==> config.mk <==
export PLATFORM = sky130hd
export DESIGN_NAME = vc_dest_arbiter_flat
export DESIGN_NICKNAME = d
export VERILOG_FILES = /design/src/rtl/vc_dest_arbiter_pkg.sv /design/src/rtl/vc_dest_arbiter_if.sv /design/src/rtl/vc_dest_arbiter_vc_weight_sel.sv /design/src/rtl/vc_dest_arbiter.sv /design/src/flat_wrapper.sv
export SDC_FILE = /design/constraint.sdc
export NUM_CORES = 1
export LEC_CHECK = 0
export CORE_ASPECT_RATIO = 0.75
export CORE_MARGIN = 5
export CORE_UTILIZATION = 43
export DETAILED_ROUTE_END_ITERATION = 6
export MAX_ROUTING_LAYER = met4
export PLACE_DENSITY = 0.78
export SLEW_MARGIN = 20
export SYNTH_ARGS = -nofsm -noshare
export SYNTH_HDL_FRONTEND = slang
export SYNTH_SLANG_ARGS = --single-unit
==> constraint.sdc <==
create_clock -name clk -period 1.4 [get_ports clk]
set_input_delay 0.28 -clock clk [delete_from_list [all_inputs] [get_ports clk]]
set_output_delay 0.28 -clock clk [all_outputs]
set_load 0.02 [all_outputs]
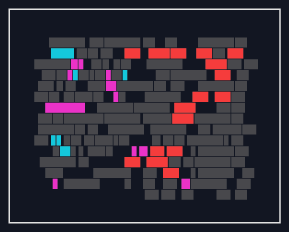
*Gate families picked out, run 1*
(4 px per µm)
magenta -> NAND gates  # cells 11, most used nand2_1
red -> multiplexers  # cells 16, most used mux2_2
cyan -> NOR gates  # cells 6, most used nor2_1, where west
leading cell type in the layout, fill and taps excluded: sky130_fd_sc_hd__dfrtp_1
fraction of area in multi-input gates: 29.0%
post-layout instance count excluding filler cells: 175

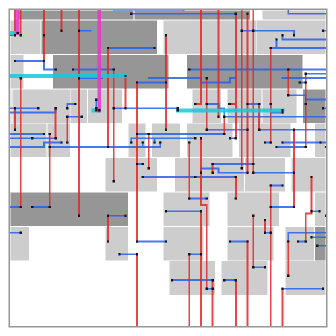
*Layout detail, run 1*
Window x 21 to 46, y 3 to 28 µm. Cells in grey, sequential cells in the stronger grey; small squares are vias.
blue -> metal 1
red -> metal 2
cyan -> metal 3
magenta -> metal 4
sequential cells in the window = 4
cells with their middle in the window = 33
most frequent = clkdlybuf4s50_1 (4)

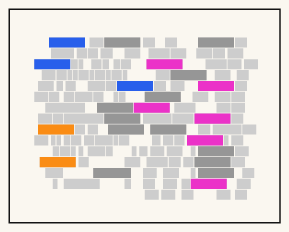
*Sequential cells coloured by netlist name, run 1*
(4 px per µm) Other sequential cells in the stronger grey, the rest of the logic in the fainter grey.
magenta -> u_core.bus.data_D1  # placed flops 6, where east
blue -> u_core.u_weight_sel.r_wcnt  # placed flops 3
orange -> u_core.r_state  # placed flops 2
not coloured = 12
post-layout utilization of the core: 72.4%
flip-flop and latch share of the layout cell area: 34.2%
Seq group: 0.000847 W
combined flip-flop and latch cell area: 577 µm²

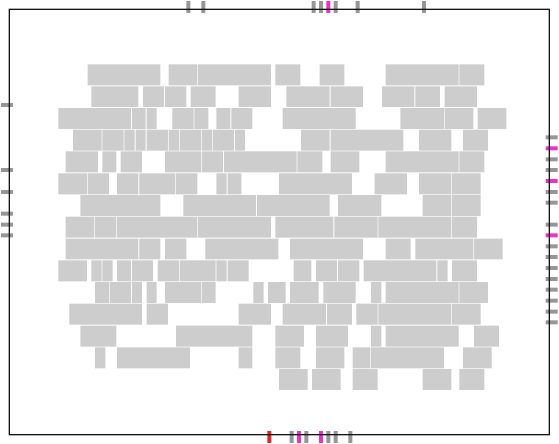
*Pin map, run 1*
(8 px per µm) Pins as bars across the die edge, other pins in grey.
magenta -> bus_data_out_VC0  # pins 6, direction input, edge 3 east, 2 south, 1 north
red -> bus_idle  # pins 1, direction output, edge south
Die H: 53.0 µm
horizontal die dimension: 67.3 µm
I/O Buffers: 38

==> reports/qor.yml, run 1 <==
layout:
  layout.sequential_cells: 23
  n_fill_cell: 183
  fin_area_um2: 1690
  num_antenna_cells: 0
  clock_buffers: 3
  areaGrowthSynthToFinish_pct: 59.0
  area_fraction_of_clock_buffers_and_clock_inverters_pct: 1.63
  post_route_cells_drive_above_1_share_pct: 34.0
  layout.area.top_class: "registers"
  comb_area_um2: 489
die:
  fp-utilization_pct: 45.5
  floorplan.rows: 15
  fp.dieArea_um2: 3570
  floorplan.tapcells: 34
  fp.coreArea_um2: 2330
power:
  internal-power_w: 0.00122
  power_w: 0.00177
  power.density_cell_area_nw_per_um2: 1050
  combinationalPower_w: 0.000633
  leakagePower_nw: 0.852
  swShare_pct: 31.1
  pwr.group.clock_w: 0.000294
  share_clk_of_total_power_pct: 16.6
  max-vdd-ir-drop_mv: 0.715
  power_leader: "sequential cells"
critical_path:
  worst_setup_ep_type: "output pin"
  cp_data_required_time_ns: 1.12
  timing.reg2reg.setup_slack_ns: 0.08
  crit_fanout: 3
  r2r_worst_path_depth: 4
  crit_path_start_kind: "register"
timing:
  hold_viol: 0
  max_freq_mhz: 558
  fin_ws_ns: -0.393
  setup_tns_ns: -0.681
  finalClockSkew_ns: 0.00354
  rsz0062_at_grt: "true"
  setup_viol_count_final: 2
  fin_crit_ns: 1.79
  hold_ws_ns: 0.302
global_routing:
  grtUsageMet3_pct: 5.94
  grt_pass1_vias: 924
  grt_antenna_before_repair: 0
  grt_util_met1_pct: 16.0
  track_usage_pct: 16.6
  met2_track_demand_over_resource_in_global_routing_pct: 30.8
  grt_overflow: 0
  grt_pass1_wl_um: 4110
place:
  dpl-instance-area_um2: 1670
  placed_cells: 170
  hpwlAfterDp_um: 1970
  place_worst_setup_slack_ns: -0.751
detailed_routing:
  met1_length_um: 978
  highest-signal-layer: "met4"
  routed_via_count: 829
  met3_wire_length_um: 180
  ant_nets: 0
clock_network:
  cts_buffer_depth: 2
  ctsHtreeMaxLevel: 1
  path_clk_slew_ns: 0.12
  postCtsResizedCells: 31
  post_cts.repair.setup_buffers: 1
  tritoncts: "yes"
  clk-insertion-delay-late_ns: 0.30
  cts.sinks: 23
  number_of_buffers_created_by_cts: 3
  ctsHoldBuffers: 0
yosys:
  synth_sequential_area_ratio_pct: 54.4
  cell_type_contributing_the_most_total_cell_area_after_synthesis: "sky130_fd_sc_hd__dfrtp_1"
  synth-seq-cells: 23
  synth_top_area_share_pct: 51.9
  ys_cells: 83
  synthesized_cell_area_um2: 1060
  multiplexer_share_pct: 18.7
  synth_compound_gate_area_share_pct: 6.14
  instance_tally_after_logic_synthesis: 83
  synth_cell_type_count: 24
  ys_sh_adder_pct: 5.90
  yosysWarnings: 0
  syn_area_per_cell_um2: 12.8
outcome:
  violations_in_the_final_reports: "setup timing"
  run_status: "finished, violations left"
hold_path:
  holdCritPathClass: "in -> async"
flow_run:
  tool_warnings: 32
## run 1: synth_stat cells
| cell | count |
|---|---|
| sky130_fd_sc_hd__a221o_1 | 1 |
| sky130_fd_sc_hd__nand2_1 | 6 |
| sky130_fd_sc_hd__nor3_1 | 1 |
| sky130_fd_sc_hd__buf_6 | 2 |
| sky130_fd_sc_hd__nor2_1 | 4 |
| sky130_fd_sc_hd__dfrtp_1 | 22 |
| sky130_fd_sc_hd__nand3_1 | 1 |
| sky130_fd_sc_hd__dfstp_2 | 1 |
| sky130_fd_sc_hd__o2111ai_1 | 1 |
| sky130_fd_sc_hd__nand4bb_1 | 1 |
| sky130_fd_sc_hd__and4bb_2 | 1 |
| sky130_fd_sc_hd__inv_1 | 7 |
| sky130_fd_sc_hd__a211oi_1 | 1 |
| sky130_fd_sc_hd__clkbuf_1 | 1 |
| sky130_fd_sc_hd__mux2_2 | 10 |
| sky130_fd_sc_hd__nand3b_1 | 1 |
| sky130_fd_sc_hd__ha_1 | 5 |
| sky130_fd_sc_hd__and2_1 | 1 |
| sky130_fd_sc_hd__nor3b_1 | 1 |
| sky130_fd_sc_hd__mux2_4 | 5 |
| sky130_fd_sc_hd__a2111oi_0 | 1 |
| sky130_fd_sc_hd__mux2i_1 | 1 |
| sky130_fd_sc_hd__a21oi_1 | 6 |
| sky130_fd_sc_hd__nand2b_1 | 2 |
## run 1: critical path: stages, from the launching register on
cell and delay, ns:
sky130_fd_sc_hd__dfrtp_1 0.41, sky130_fd_sc_hd__inv_2 0.08, sky130_fd_sc_hd__ha_4 0.14, sky130_fd_sc_hd__nand4bb_4 0.15, sky130_fd_sc_hd__a2111oi_4 0.23, sky130_fd_sc_hd__buf_4 0.20
## Run 2: what changed since run 1
--- a/config.mk
+++ b/config.mk
@@ -14,4 +14,5 @@
 export SLEW_MARGIN = 20
 export SYNTH_ARGS = -nofsm -noshare
 export SYNTH_HDL_FRONTEND = slang
+export SYNTH_HIERARCHICAL = 1
 export SYNTH_SLANG_ARGS = --single-unit
==> reports/qor.yml, run 2 <==
flow_run:
  tool_warnings: 31  # was 32
yosys:
  syn_area_per_cell_um2: 13.4  # was 12.8 µm²
  synthesized_cell_area_um2: 1040  # was 1060 µm²
  synth_sequential_area_ratio_pct: 55.3  # was 54.4%
  synth.most_common_cell: "sky130_fd_sc_hd__dfrtp_1"  # unchanged
  instance_tally_after_logic_synthesis: 78  # was 83
  synth-seq-cells: 23  # unchanged
  postSynth.asyncResetShare_pct: 100  # unchanged
timing:
  setup_viol_count_final: 4  # was 2
  fin_ws_ns: -0.438  # was -0.393 ns
  max_freq_mhz: 544  # was 558 MHz
  hold_ws_ns: 0.152  # was 0.302 ns
  fin_crit_ns: 1.84  # was 1.79 ns
  hold_viol: 0  # unchanged
outcome:
  run_status: "finished, violations left"  # unchanged
  violations_in_the_final_reports: "setup timing"  # unchanged
power:
  max-vdd-ir-drop_mv: 0.816  # was 0.715 mV
layout:
  final_util_pct: 70.4  # was 72.4%
  post_route_cells_drive_above_1_share_pct: 37.0  # was 34.0%
  n_fill_cell: 173  # was 183
  layout.cells.most_common: "sky130_fd_sc_hd__dfrtp_1"  # unchanged
die:
  floorplan.rows: 15  # unchanged
  die_width_um: 66.9  # was 67.3 µm
  fp-utilization_pct: 45.1  # was 45.5%
critical_path:
  r2r_worst_path_depth: 6  # was 4
  cp_data_required_time_ns: 1.12  # about the same
  worst_path_largest_cell_delay_ns: 0.42  # was 0.41 ns
  cp_top_family: "simple AND/OR/NAND/NOR gates"  # was flip-flops
  critPathSlowestCell: "sky130_fd_sc_hd__dfrtp_1"  # unchanged
  cp_num_cells: 6  # was 5
  crit_fanout: 2  # was 3
hold_path:
  holdCritPathClass: "in -> async"  # unchanged
clock_network:
  path_clk_slew_ns: 0.12  # about the same
  ctsHtreeMaxLevel: 1  # unchanged
  number_of_buffers_created_by_cts: 3  # unchanged
  ctsHoldBuffers: 0  # unchanged
global_routing:
  grt_antenna_before_repair: 0  # unchanged
  grt_pass1_wl_um: 3760  # was 4110 µm
  met2_track_demand_over_resource_in_global_routing_pct: 24.0  # was 30.8%
place:
  dpl-instance-area_um2: 1570  # was 1670 µm²
  hpwlAfterDp_um: 1850  # was 1970 µm
run 2: netlist changes by cell type in the layout (fill, tap and decap cells not counted), moves of 2 or more:
cell / change
sky130_fd_sc_hd__nor2b_4: +2
sky130_fd_sc_hd__a21oi_1: -3
sky130_fd_sc_hd__buf_12: -2
sky130_fd_sc_hd__nor2_1: -2
sky130_fd_sc_hd__a31o_2: +2
sky130_fd_sc_hd__nor3b_1: +2
sky130_fd_sc_hd__nand2_1: -4
run 2: where the power goes:
| group | internal (W) | switching [W] |
|---|---|---|
| logic | 0.000322 | 0.000298 |
| registers | 0.000790 | 0.0000626 |
| clock network | 0.000111 | 0.000181 |
run 2: layout make-up:
| type | count | area [µm²] | area share, % |
|---|---|---|---|
| sequential | 23 | 577 | 35.5 |
| clock buffer | 4 | 26.3 | 1.62 |
| multi-input combinational | 45 | 455 | 28.0 |
| tap | 34 | 42.5 | 2.62 |
| timing repair buffer | 55 | 493 | 30.4 |
| inverter | 8 | 30.0 | 1.85 |
run 2: cell families after synthesis:
| group | Yosys count | share of synthesized area, % |
|---|---|---|
| fa+ha+maj | 4 | 4.80 |
| flops | 23 | 55.3 |
| simple gates | 16 | 9.61 |
| mux | 16 | 19.0 |
| compound gates | 9 | 6.24 |
| buf+inv | 10 | 5.04 |
run 2: through the flow:
stage / instances / setup slack [ns]
6_report: 169 / -0.438
4_1_cts: 169 / -0.395
2_1_floorplan: 78 / -0.0147
3_3_place_gp: 163 / -0.806
5_1_grt: 169 / -0.505
3_5_place_dp: 163 / -0.851
run 2: layer usage:
metal / vias up / share of wire, %
li1: 383 / -
met1: 366 / 43
met2: 22 / 49
met3: 4 / 6.4
met4: 0 / 1.4
met5: - / 0
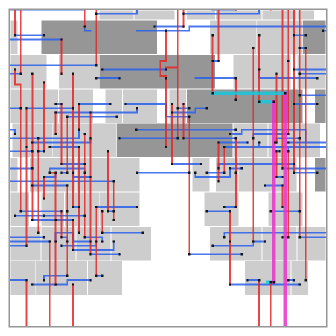
*Layout detail, run 2*
Window x 21 to 46, y 3 to 28 µm. Cells in grey, sequential cells in the stronger grey; small squares are vias.

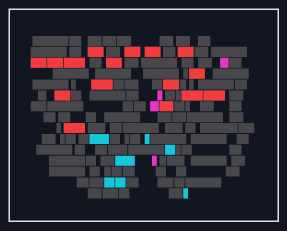
*Gate families picked out, run 2*
(4 px per µm)
magenta -> NAND gates  # cells 4
red -> multiplexers  # cells 16, most used mux2_2
cyan -> NOR gates  # cells 7, most used nor3b_1
post-layout instance count excluding filler cells: 169
fraction of area in multi-input gates: 28.0%

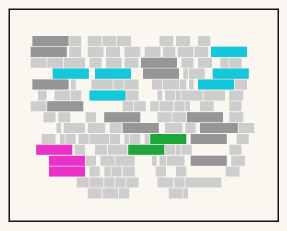
*Sequential cells coloured by netlist name, run 2*
(4 px per µm) Other sequential cells in the stronger grey, the rest of the logic in the fainter grey.
cyan -> u_core/bus.data_D1  # placed flops 6
magenta -> u_core/u_weight_sel/r_wcnt  # placed flops 3
green -> u_core/r_state  # placed flops 2
not coloured = 12
Seq group: 0.000853 W
flip-flop and latch share of the layout cell area: 35.5%

Power is estimated from default activity; no workload was simulated.
